## config.mk

```make
export PLATFORM = sky130hd
export DESIGN_NAME = data_memory_controller
export DESIGN_NICKNAME = d
export VERILOG_FILES = /design/src/rtl/data_memory_controller.sv
export SDC_FILE = /design/constraint.sdc
export NUM_CORES = 1
export LEC_CHECK = 0
export CELL_PAD_IN_SITES_DETAIL_PLACEMENT = 1
export CELL_PAD_IN_SITES_GLOBAL_PLACEMENT = 2
export CORE_UTILIZATION = 26
export CTS_BUF_LIST = sky130_fd_sc_hd__clkbuf_16
export DETAILED_ROUTE_END_ITERATION = 8
export GPL_TIMING_DRIVEN = 0
export PLACE_DENSITY = 0.8
export SLEW_MARGIN = 20
export SYNTH_ARGS = -nofsm -noshare
export SYNTH_HDL_FRONTEND = slang
export SYNTH_SLANG_ARGS = --single-unit
```

## constraint.sdc

```tcl
create_clock -name clk -period 2.4 [get_ports clk]
set_input_delay 0.48 -clock clk [delete_from_list [all_inputs] [get_ports clk]]
set_output_delay 0.48 -clock clk [all_outputs]
set_load 0.02 [all_outputs]
```

## src/rtl/data_memory_controller.sv

```systemverilog
// ============================================================================
//  Module      : data_memory_controller
//  Description : Sequential bridge between the load/store byte-enable stage
//                and a valid/ready data-memory bus. One access per
//                instruction, core stalled until completion, load data
//                returned right-aligned to the addressed byte.
//  Revision    : 1.0 - initial release
// ============================================================================
`default_nettype none

module data_memory_controller #(
    parameter int ADDR_WIDTH     = 32,
    parameter int TIMEOUT_CYCLES = 255,
    parameter int TIMEOUT_WIDTH  = 8
) (
    input  logic                  clk,
    input  logic                  reset_n,
    // core side
    input  logic                  memory_read,
    input  logic                  memory_write,
    input  logic [ADDR_WIDTH-1:0] address,
    input  logic [31:0]           write_data,
    input  logic [3:0]            write_mask,
    input  logic                  misaligned,
    output logic [31:0]           read_data,
    output logic                  stall,
    output logic                  done,
    output logic                  access_fault,
    // bus request channel
    output logic                  bus_req_valid,
    input  logic                  bus_req_ready,
    output logic                  bus_req_write,
    output logic [ADDR_WIDTH-1:0] bus_req_addr,
    output logic [31:0]           bus_req_wdata,
    output logic [3:0]            bus_req_wstrb,
    // bus response channel
    input  logic                  bus_resp_valid,
    input  logic [31:0]           bus_resp_rdata,
    input  logic                  bus_resp_error
);

    localparam logic [1:0] c_IDLE = 2'd0;
    localparam logic [1:0] c_REQ  = 2'd1;
    localparam logic [1:0] c_RESP = 2'd2;
    localparam logic [1:0] c_DONE = 2'd3;

    // One extra bit so the compare cannot wrap when the limit equals the
    // counter's maximum value.
    localparam logic [TIMEOUT_WIDTH:0] c_TIMEOUT = (TIMEOUT_WIDTH+1)'(TIMEOUT_CYCLES);
    localparam logic                   c_TO_EN   = (TIMEOUT_CYCLES != 0);

    logic [1:0]               r_state;
    logic [1:0]               w_state_next;
    logic [TIMEOUT_WIDTH-1:0] r_cnt;
    logic [TIMEOUT_WIDTH:0]   w_cnt_next;

    logic                     r_write;
    logic [ADDR_WIDTH-1:0]    r_addr;   // already word aligned
    logic [1:0]               r_off;    // byte offset within the word
    logic [31:0]              r_wdata;
    logic [3:0]               r_wstrb;
    logic [31:0]              r_rdata;
    logic                     r_fault;

    logic w_go;
    logic w_busy;
    logic w_timeout;
    logic w_to_exit;
    logic w_resp;
    logic w_req_active;

    // A store with no strobes does nothing, so it never reaches the bus.
    assign w_go       = ~misaligned & (memory_read | (memory_write & (|write_mask)));
    assign w_busy     = (r_state == c_REQ) | (r_state == c_RESP);
    assign w_cnt_next = {1'b0, r_cnt} + {{TIMEOUT_WIDTH{1'b0}}, 1'b1};
    assign w_timeout  = c_TO_EN & w_busy & (w_cnt_next >= c_TIMEOUT);
    assign w_resp     = (r_state == c_RESP) & bus_resp_valid;

    // A handshake or response in the limit cycle takes precedence over the
    // timeout, so an accepted request is never orphaned on the bus.
    assign w_to_exit  = w_timeout &
                        (((r_state == c_REQ)  & ~bus_req_ready) |
                         ((r_state == c_RESP) & ~bus_resp_valid));

    // Next-state selection for the access sequencer.
    always_comb begin
        w_state_next = r_state;
        case (r_state)
            c_IDLE: if (w_go) w_state_next = c_REQ;
            c_REQ: begin
                if (bus_req_ready)  w_state_next = c_RESP;
                else if (w_timeout) w_state_next = c_DONE;
            end
            c_RESP: begin
                if (bus_resp_valid) w_state_next = c_DONE;
                else if (w_timeout) w_state_next = c_DONE;
            end
            c_DONE:  w_state_next = c_IDLE;
            default: w_state_next = c_IDLE;
        endcase
    end

    // State register.
    always_ff @(posedge clk or negedge reset_n) begin
        if (!reset_n) r_state <= c_IDLE;
        else          r_state <= w_state_next;
    end

    // Timeout counter: runs in REQ/RESP, holds at the limit, clears otherwise.
    always_ff @(posedge clk or negedge reset_n) begin
        if (!reset_n)        r_cnt <= '0;
        else if (!w_busy)    r_cnt <= '0;
        else if (!w_timeout) r_cnt <= w_cnt_next[TIMEOUT_WIDTH-1:0];
    end

    // Capture the access when it is launched; loads carry no data or strobes.
    always_ff @(posedge clk or negedge reset_n) begin
        if (!reset_n) begin
            r_write <= 1'b0;
            r_addr  <= '0;
            r_off   <= 2'b00;
            r_wdata <= '0;
            r_wstrb <= 4'b0000;
        end else if ((r_state == c_IDLE) && w_go) begin
            r_write <= ~memory_read;
            r_addr  <= {address[ADDR_WIDTH-1:2], 2'b00};
            r_off   <= address[1:0];
            r_wdata <= memory_read ? 32'h0 : write_data;
            r_wstrb <= memory_read ? 4'b0000 : write_mask;
        end
    end

    // Completion results; read data only changes on an error-free load.
    always_ff @(posedge clk or negedge reset_n) begin
        if (!reset_n) begin
            r_rdata <= '0;
            r_fault <= 1'b0;
        end else if (w_resp) begin
            r_fault <= bus_resp_error;
            if (!r_write && !bus_resp_error)
                r_rdata <= bus_resp_rdata >> {r_off, 3'b000};
        end else if (w_to_exit) begin
            r_fault <= 1'b1;
        end
    end

    assign w_req_active  = (r_state == c_REQ);

    assign bus_req_valid = w_req_active;
    assign bus_req_write = w_req_active & r_write;
    assign bus_req_addr  = w_req_active ? r_addr  : '0;
    assign bus_req_wdata = w_req_active ? r_wdata : 32'h0;
    assign bus_req_wstrb = w_req_active ? r_wstrb : 4'b0000;

    // Stall is combinational in IDLE so the core holds in the launch cycle;
    // masked by reset so every output reads zero while reset is asserted.
    assign stall        = reset_n & (((r_state == c_IDLE) & w_go) | w_busy);
    assign done         = (r_state == c_DONE);
    assign read_data    = r_rdata;
    assign access_fault = r_fault;

endmodule

`default_nettype wire

```

layer_met1.png
Bar = 50 um. Supply wires on this layer in gray.
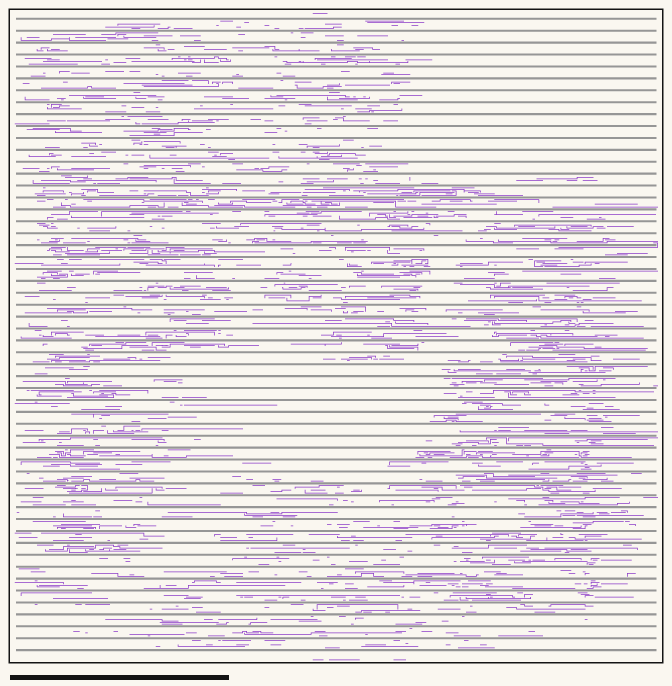
The longest straight run is 45.1 um. The wires run mostly horizontal. 774 nets have wire on it. The layer holds 44% of the routed length. The layer carries 8180 um of wire.
met1 usage: 21.5%
routed via count: 4964
routed wire length: 18600 um

layer_met2.png
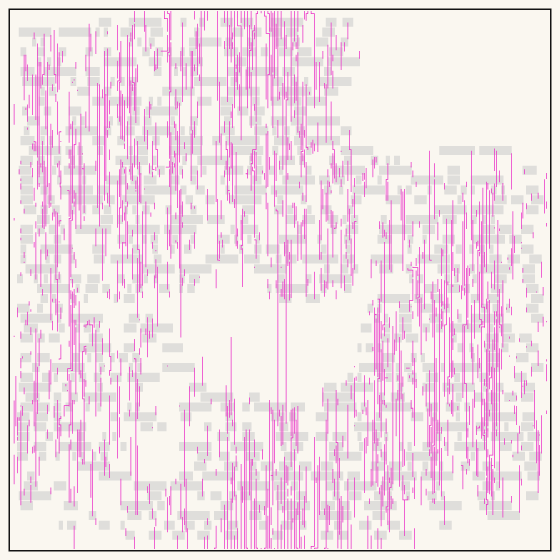
The wires run mostly vertical. 798 nets have wire on it.
global routing usage on met2: 28.1%

layer_met3.png
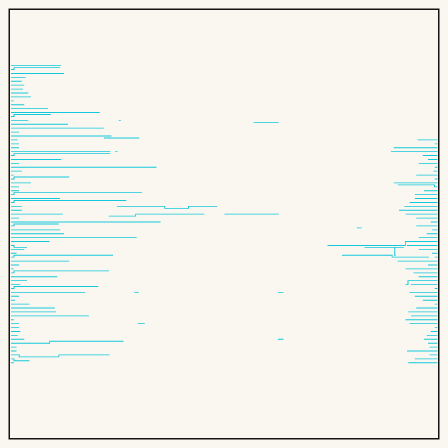
The layer carries 1650 um of wire. The layer holds 8.9% of the routed length. The longest straight run is 51.8 um.
met3 usage: 5.93%

==> flow_summary_export.csv <==
group,metric,value,unit
status,outcome,"finished, final reports clean",
sta,slew_headroom,50.5,%
power,ir_drop,426,uV
synthesis,post_synth_main_area_contributors,"sky130_fd_sc_hd__dfrtp_1 (50%), sky130_fd_sc_hd__mux2_1 (8.0%), sky130_fd_sc_hd__nand2_1 (7.8%)",
sta,finalHoldWorstSlack,30.6,ps
cts,cts.hold.buffers_added,0,
routing,dr_wl_met3,1650,um
sta,timing.final.max_slew_violations,0,
synthesis,yosysTopAreaCellShare,50.0,%
synthesis,yosys-stat-area,5610,sq um
floorplan,num_rows,53,
cts,cts_tree,"built",
synthesis,synth_area,5610,sq um
synthesis,postSynthRegisterBits,112,
cts,cts_max_level,3,
synthesis,synth.distinct_cells,39,
worst_setup_path,worstSetupPathType,"input pin to output pin",
synthesis,synth-cells-yosys,575,
power,finalPower,9.51,mW
power,netSwitchingFraction,42.4,%
synthesis,async_flop_share,100,%
synthesis,simple_gate_area_share,23.2,%
cts,cts_inserted_buffers,9,
power,power.share.sequential,32.8,%
layer_met4.png
Bar = 50 um. Supply wires on this layer in gray.
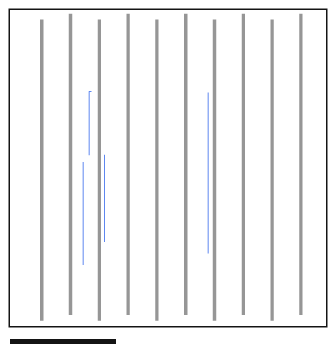
2 nets have wire on it. The layer carries 195 um of wire. The longest straight run is 75.5 um. The wires run mostly vertical.

congestion.png
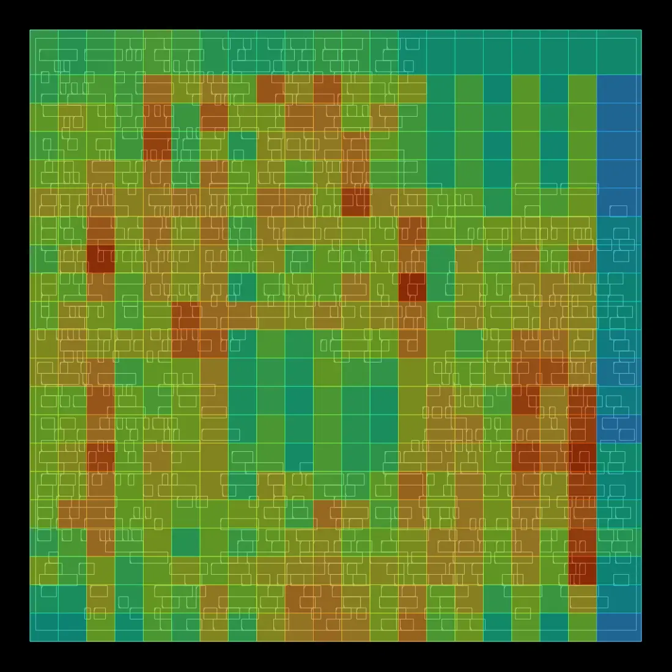
GRT busiest layer: met2
Total Routing Usage GR: 17.2%

==> path summary, 6_finish.rpt <==
| path | end | depth (start not counted) | start |
|---|---|---|---|
| max | stall | 7 | write_mask[0] |
| min | read_data[25] | 1 | reset_n |
| max reg2reg | read_data[3] | 6 | r_state[0] |
| min reg2reg | r_wdata[10] | 2 | r_wdata[10] |
| max in group asynchronous | r_wdata[1] | 2 | reset_n |
| min in group clk | r_wdata[10] | 2 | r_wdata[10] |
==> cell type report <==
| type | instances | area (sq um) | area share [%] |
|---|---|---|---|
| sequential | 112 | 2800 | 33.6 |
| multi-input combinational | 408 | 2640 | 31.6 |
| timing repair buffer | 214 | 1990 | 23.8 |
| tap | 275 | 344 | 4.12 |
| buffer | 46 | 246 | 2.95 |
| clock buffer | 9 | 225 | 2.70 |
| clock inverter | 7 | 71.3 | 0.854 |
| inverter | 8 | 32.5 | 0.390 |
==> stage by stage <==
stage	std cells	cell area (sq um)	setup WS (ps)
after CTS	1078	8430	0.831
after detailed placement	1062	8090	-1170
final	1079	8350	3.82
after global routing	1079	8350	-85.6
after global placement	1061	8060	-4270
after floorplan	576	5610	289
==> logic make-up after synthesis <==
group	count (synthesis)
xor gates and xnor gates	3
AOI/OAI and AO/OA	76
DFF	112
muxes	60
other	1
and+or+nand+nor	260
adders and majority gates	7
buffers and inverters	56
==> power groups by stage <==
stage	Sequential (mW)	Clock, mW	Combinational (mW)
after CTS	3.13	1.59	4.95
after global routing	3.23	1.65	5.34
after floorplan	3.32	0	2.57
final	3.12	1.54	4.85
after detailed placement	3.16	0	5.06
after global placement	3.13	0	5.00
==> worst max-delay path: cells and delay by family <==
kind | cells | cell delay, ps
AOI/OAI and AO/OA | 3 | 550
and+or+nand+nor | 1 | 90
buffers and inverters | 3 | 790
Power and IR drop assume default switching activity.
